## config.mk

```make
export PLATFORM = sky130hd
export DESIGN_NAME = alu_divider_rv32i_flat
export DESIGN_NICKNAME = d
export VERILOG_FILES = /design/src/rtl/alu_divider_rv32i_if.sv /design/src/rtl/alu_divider_rv32i.sv /design/src/flat_wrapper.sv
export SDC_FILE = /design/constraint.sdc
export NUM_CORES = 1
export LEC_CHECK = 0
export ABC_AREA = 1
export ABC_CLOCK_PERIOD_IN_PS = 6200
export CAP_MARGIN = 10
export CELL_PAD_IN_SITES_DETAIL_PLACEMENT = 2
export CELL_PAD_IN_SITES_GLOBAL_PLACEMENT = 2
export CORE_MARGIN = 5
export CORE_UTILIZATION = 34
export CTS_CLUSTER_SIZE = 10
export DETAILED_ROUTE_END_ITERATION = 6
export PLACE_DENSITY = 0.86
export SLEW_MARGIN = 20
export SYNTH_ARGS = -nofsm -noshare
export SYNTH_HDL_FRONTEND = slang
export SYNTH_SLANG_ARGS = --single-unit
```

## constraint.sdc

```tcl
create_clock -name clk -period 6.2 [get_ports clk]
set_input_delay 0.93 -clock clk [delete_from_list [all_inputs] [get_ports clk]]
set_output_delay 0.93 -clock clk [all_outputs]
set_load 0.02 [all_outputs]
```

## src/rtl/alu_divider_rv32i_if.sv

```systemverilog
// Request/response bundle for the RV32 multi-cycle divider.
// The master drives the request; the slave returns busy, done and the result.
interface alu_divider_rv32i_if;
    logic        start;
    logic [1:0]  op;
    logic [31:0] in1;
    logic [31:0] in2;
    logic        busy;
    logic        done;
    logic [31:0] out;

    modport master (
        output start, op, in1, in2,
        input  busy, done, out
    );

    modport slave (
        input  start, op, in1, in2,
        output busy, done, out
    );
endinterface

```

## src/rtl/alu_divider_rv32i.sv

```systemverilog
// RV32 DIV/DIVU/REM/REMU restoring divider: one quotient bit per cycle over magnitudes,
// then sign correction and result select. Fixed 34-edge latency from accept to done.
module alu_divider_rv32i (
    input  logic                        clk,
    input  logic                        rst_n,
    alu_divider_rv32i_if.slave          bus
);
    typedef enum logic [1:0] {StIdle, StCalc, StFix, StDone} state_e;

    state_e      r_state;
    logic [1:0]  r_op;
    logic        r_sign_q;
    logic        r_sign_r;
    logic [31:0] r_div;
    logic [31:0] r_dq;
    logic [32:0] r_rem;
    logic [5:0]  r_cnt;
    logic        r_busy;
    logic        r_done;
    logic [31:0] r_out;

    logic        w_signed;
    logic [31:0] w_a_mag;
    logic [31:0] w_b_mag;
    logic [32:0] w_rem_shift;
    logic [32:0] w_trial;
    logic        w_qbit;

    // DIV (00) and REM (10) are the signed ops; op[1] selects the remainder.
    assign w_signed = ~bus.op[0];
    assign w_a_mag  = (w_signed && bus.in1[31]) ? (~bus.in1 + 32'd1) : bus.in1;
    assign w_b_mag  = (w_signed && bus.in2[31]) ? (~bus.in2 + 32'd1) : bus.in2;

    // Partial remainder shifted left with the next dividend bit; bit 32 of the trial flags negative.
    assign w_rem_shift = {r_rem[31:0], r_dq[31]};
    assign w_trial     = w_rem_shift - {1'b0, r_div};
    assign w_qbit      = ~w_trial[32];

    always_ff @(posedge clk or negedge rst_n) begin
        if (!rst_n) begin
            r_state  <= StIdle;
            r_op     <= 2'b00;
            r_sign_q <= 1'b0;
            r_sign_r <= 1'b0;
            r_div    <= 32'd0;
            r_dq     <= 32'd0;
            r_rem    <= 33'd0;
            r_cnt    <= 6'd0;
            r_busy   <= 1'b0;
            r_done   <= 1'b0;
            r_out    <= 32'd0;
        end else begin
            unique case (r_state)
                StIdle: begin
                    r_done <= 1'b0;
                    if (bus.start) begin
                        r_op     <= bus.op;
                        // A zero divisor yields an all-ones magnitude quotient that must stay unsigned.
                        r_sign_q <= w_signed && (bus.in1[31] ^ bus.in2[31]) && (bus.in2 != 32'd0);
                        r_sign_r <= w_signed && bus.in1[31];
                        r_div    <= w_b_mag;
                        r_dq     <= w_a_mag;
                        r_rem    <= 33'd0;
                        r_cnt    <= 6'd0;
                        r_busy   <= 1'b1;
                        r_state  <= StCalc;
                    end
                end
                StCalc: begin
                    r_rem <= w_qbit ? w_trial : w_rem_shift;
                    r_dq  <= {r_dq[30:0], w_qbit};
                    if (r_cnt == 6'd31) begin
                        r_cnt   <= 6'd0;
                        r_state <= StFix;
                    end else begin
                        r_cnt <= r_cnt + 6'd1;
                    end
                end
                StFix: begin
                    // First FIX cycle negates, second selects and registers the result.
                    if (r_cnt == 6'd0) begin
                        if (r_sign_q) r_dq <= ~r_dq + 32'd1;
                        if (r_sign_r) r_rem <= {1'b0, ~r_rem[31:0] + 32'd1};
                        r_cnt <= 6'd1;
                    end else begin
                        r_out   <= r_op[1] ? r_rem[31:0] : r_dq;
                        r_cnt   <= 6'd0;
                        r_busy  <= 1'b0;
                        r_done  <= 1'b1;
                        r_state <= StDone;
                    end
                end
                StDone: begin
                    r_done  <= 1'b0;
                    r_state <= StIdle;
                end
                default: r_state <= StIdle;
            endcase
        end
    end

    assign bus.busy = r_busy;
    assign bus.done = r_done;
    assign bus.out  = r_out;
endmodule
```

## src/flat_wrapper.sv

```systemverilog
// flat-port wrapper written by rule: the top's interface ports become plain ports
module alu_divider_rv32i_flat 
  (clk, rst_n, bus_start, bus_op, bus_in1, bus_in2, bus_busy, bus_done, bus_out);
  alu_divider_rv32i_if bus_i ();
  input  logic clk;
  input  logic rst_n;
  input wire logic [$bits(bus_i.start)-1:0] bus_start;
  input wire logic [$bits(bus_i.op)-1:0] bus_op;
  input wire logic [$bits(bus_i.in1)-1:0] bus_in1;
  input wire logic [$bits(bus_i.in2)-1:0] bus_in2;
  output wire logic [$bits(bus_i.busy)-1:0] bus_busy;
  output wire logic [$bits(bus_i.done)-1:0] bus_done;
  output wire logic [$bits(bus_i.out)-1:0] bus_out;
  assign bus_i.start = bus_start;
  assign bus_i.op = bus_op;
  assign bus_i.in1 = bus_in1;
  assign bus_i.in2 = bus_in2;
  assign bus_busy = bus_i.busy;
  assign bus_done = bus_i.done;
  assign bus_out = bus_i.out;
  alu_divider_rv32i u_core (.clk(clk), .rst_n(rst_n), .bus(bus_i));
endmodule
```

Signal wires on met3:
Drawn at 1.5 px/um.
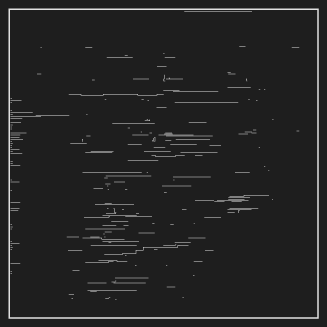
138 nets have wire on it. The layer holds 2.8% of the routed length. The wires run mostly horizontal. The layer carries 1670 um of wire. The longest straight run is 44.9 um.

M2 wires:
Drawn at 1.5 px/um.
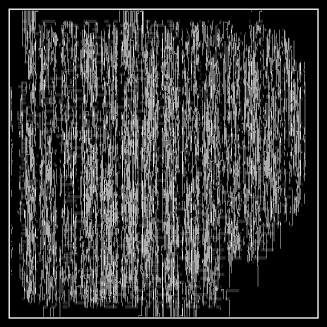
The longest straight run is 69.5 um. The layer holds 50% of the routed length. The layer carries 30.1 mm of wire. The wires run mostly vertical.

Track usage over the die:
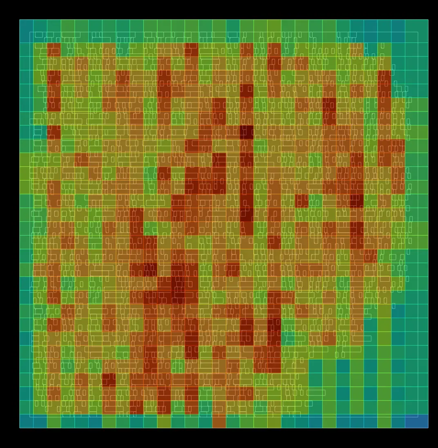
overall global routing resource usage: 28.8%
routed len/inst: 22.0 um
fraction of the core area covered by cells at the end of the flow: 39.8%

Cells by drive strength:
Drawn at 2 px/um.
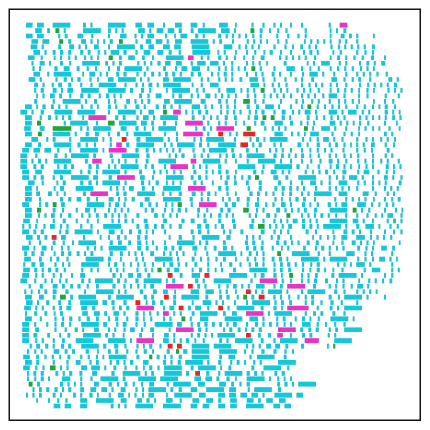
Key: x2 = green [cells 37, share 1.6%, most used nor2_2]; x3 and x4 = red [cells 18, share 0.80%, most used buf_4]; x6 and larger = magenta [cells 28, share 1.2%, most used clkbuf_16]; x1 and smaller = cyan [cells 2167, share 96%, most used nand2_1]

==> impl_metrics.tcl <==
# collected from the flow reports
set metrics [dict create \
    final_layout_top_logic_cell "sky130_fd_sc_hd__nand2_1" \
    power_switching_mw 5.03 \
    detail_route.vias_per_cell 5.48 \
    core.rowCount 71 \
    placedCellCount 2728 \
    cpMaxStageDelayCell "sky130_fd_sc_hd__a21oi_1" \
    finalWeightedCongestion 0.922 \
    power.static_leakage_nw 7.87 \
    timing.max_slew.rel_slack_pct 26.3 \
    chip_area_um2 41900 \
    buffer_ports.inserted 102 \
    ff_latch_area_um2 3530 \
    worst_r2r_startpoint "u_core.r_dq[31]" \
    grt_start_max_net_pins 98 \
    layout.non_clock_inverters 362 \
    maxUsedRoutingLayer "met4" \
    n_multi_input_combinational_cell 1601 \
    globalRouteMet3Util_pct 2.55 \
    yosys.area_share.aoi_pct 14.2 \
    edf_count 0 \
    critPathMaxStageDelay_ns 0.80 \
    cellPowerDensity_nw_per_um2 573 \
    area_share_nonclk_buffers_pct 7.58 \
    synthTopCellsByArea "sky130_fd_sc_hd__dfrtp_1, sky130_fd_sc_hd__nand2_1, sky130_fd_sc_hd__inv_1" \
    ctsResizeCount 0 \
    n_fill_cell 4769 \
    worstPathBufferInverterCount 4 \
    setup_fix_buffers_added_after_clock_tree_synthesis 0 \
    run_status "finished, final reports clean" \
    max_clock_freq_mhz 276 \
    clock_path_buffers 2 \
    antenna_cells_inserted 0 \
    setup_repair_after_global_routing_missed_its_margin "false" \
    cts.htree.levels 4 \
    synth.yosys.num_cells 2170 \
    tritoncts.num_buffers 17 \
]
==> registers in the layout, summed over array words and instances (netlist names), 2 cells and up <==
name / count
u_core.r_rem: 32
u_core.bus.out: 32
u_core.r_cnt: 6
u_core.r_dq: 32
u_core.r_div: 32
u_core.r_state: 2
==> worst min-delay path by stage <==
| stage | startpoint | endpoint | slack (ns) | cells after the start |
|---|---|---|---|---|
| global route | rst_n | u_core.r_div[16] | 0.40 | 1 |
| detailed placement | u_core.r_div[22] | u_core.r_div[22] | 0.48 | 2 |
| floorplan | u_core.r_div[27] | u_core.r_div[27] | 0.45 | 2 |
| finish | rst_n | u_core.r_div[16] | 0.38 | 1 |
| CTS | u_core.r_div[22] | u_core.r_div[22] | 0.50 | 2 |
| global placement | u_core.bus.out[27] | u_core.bus.out[27] | 0.46 | 2 |
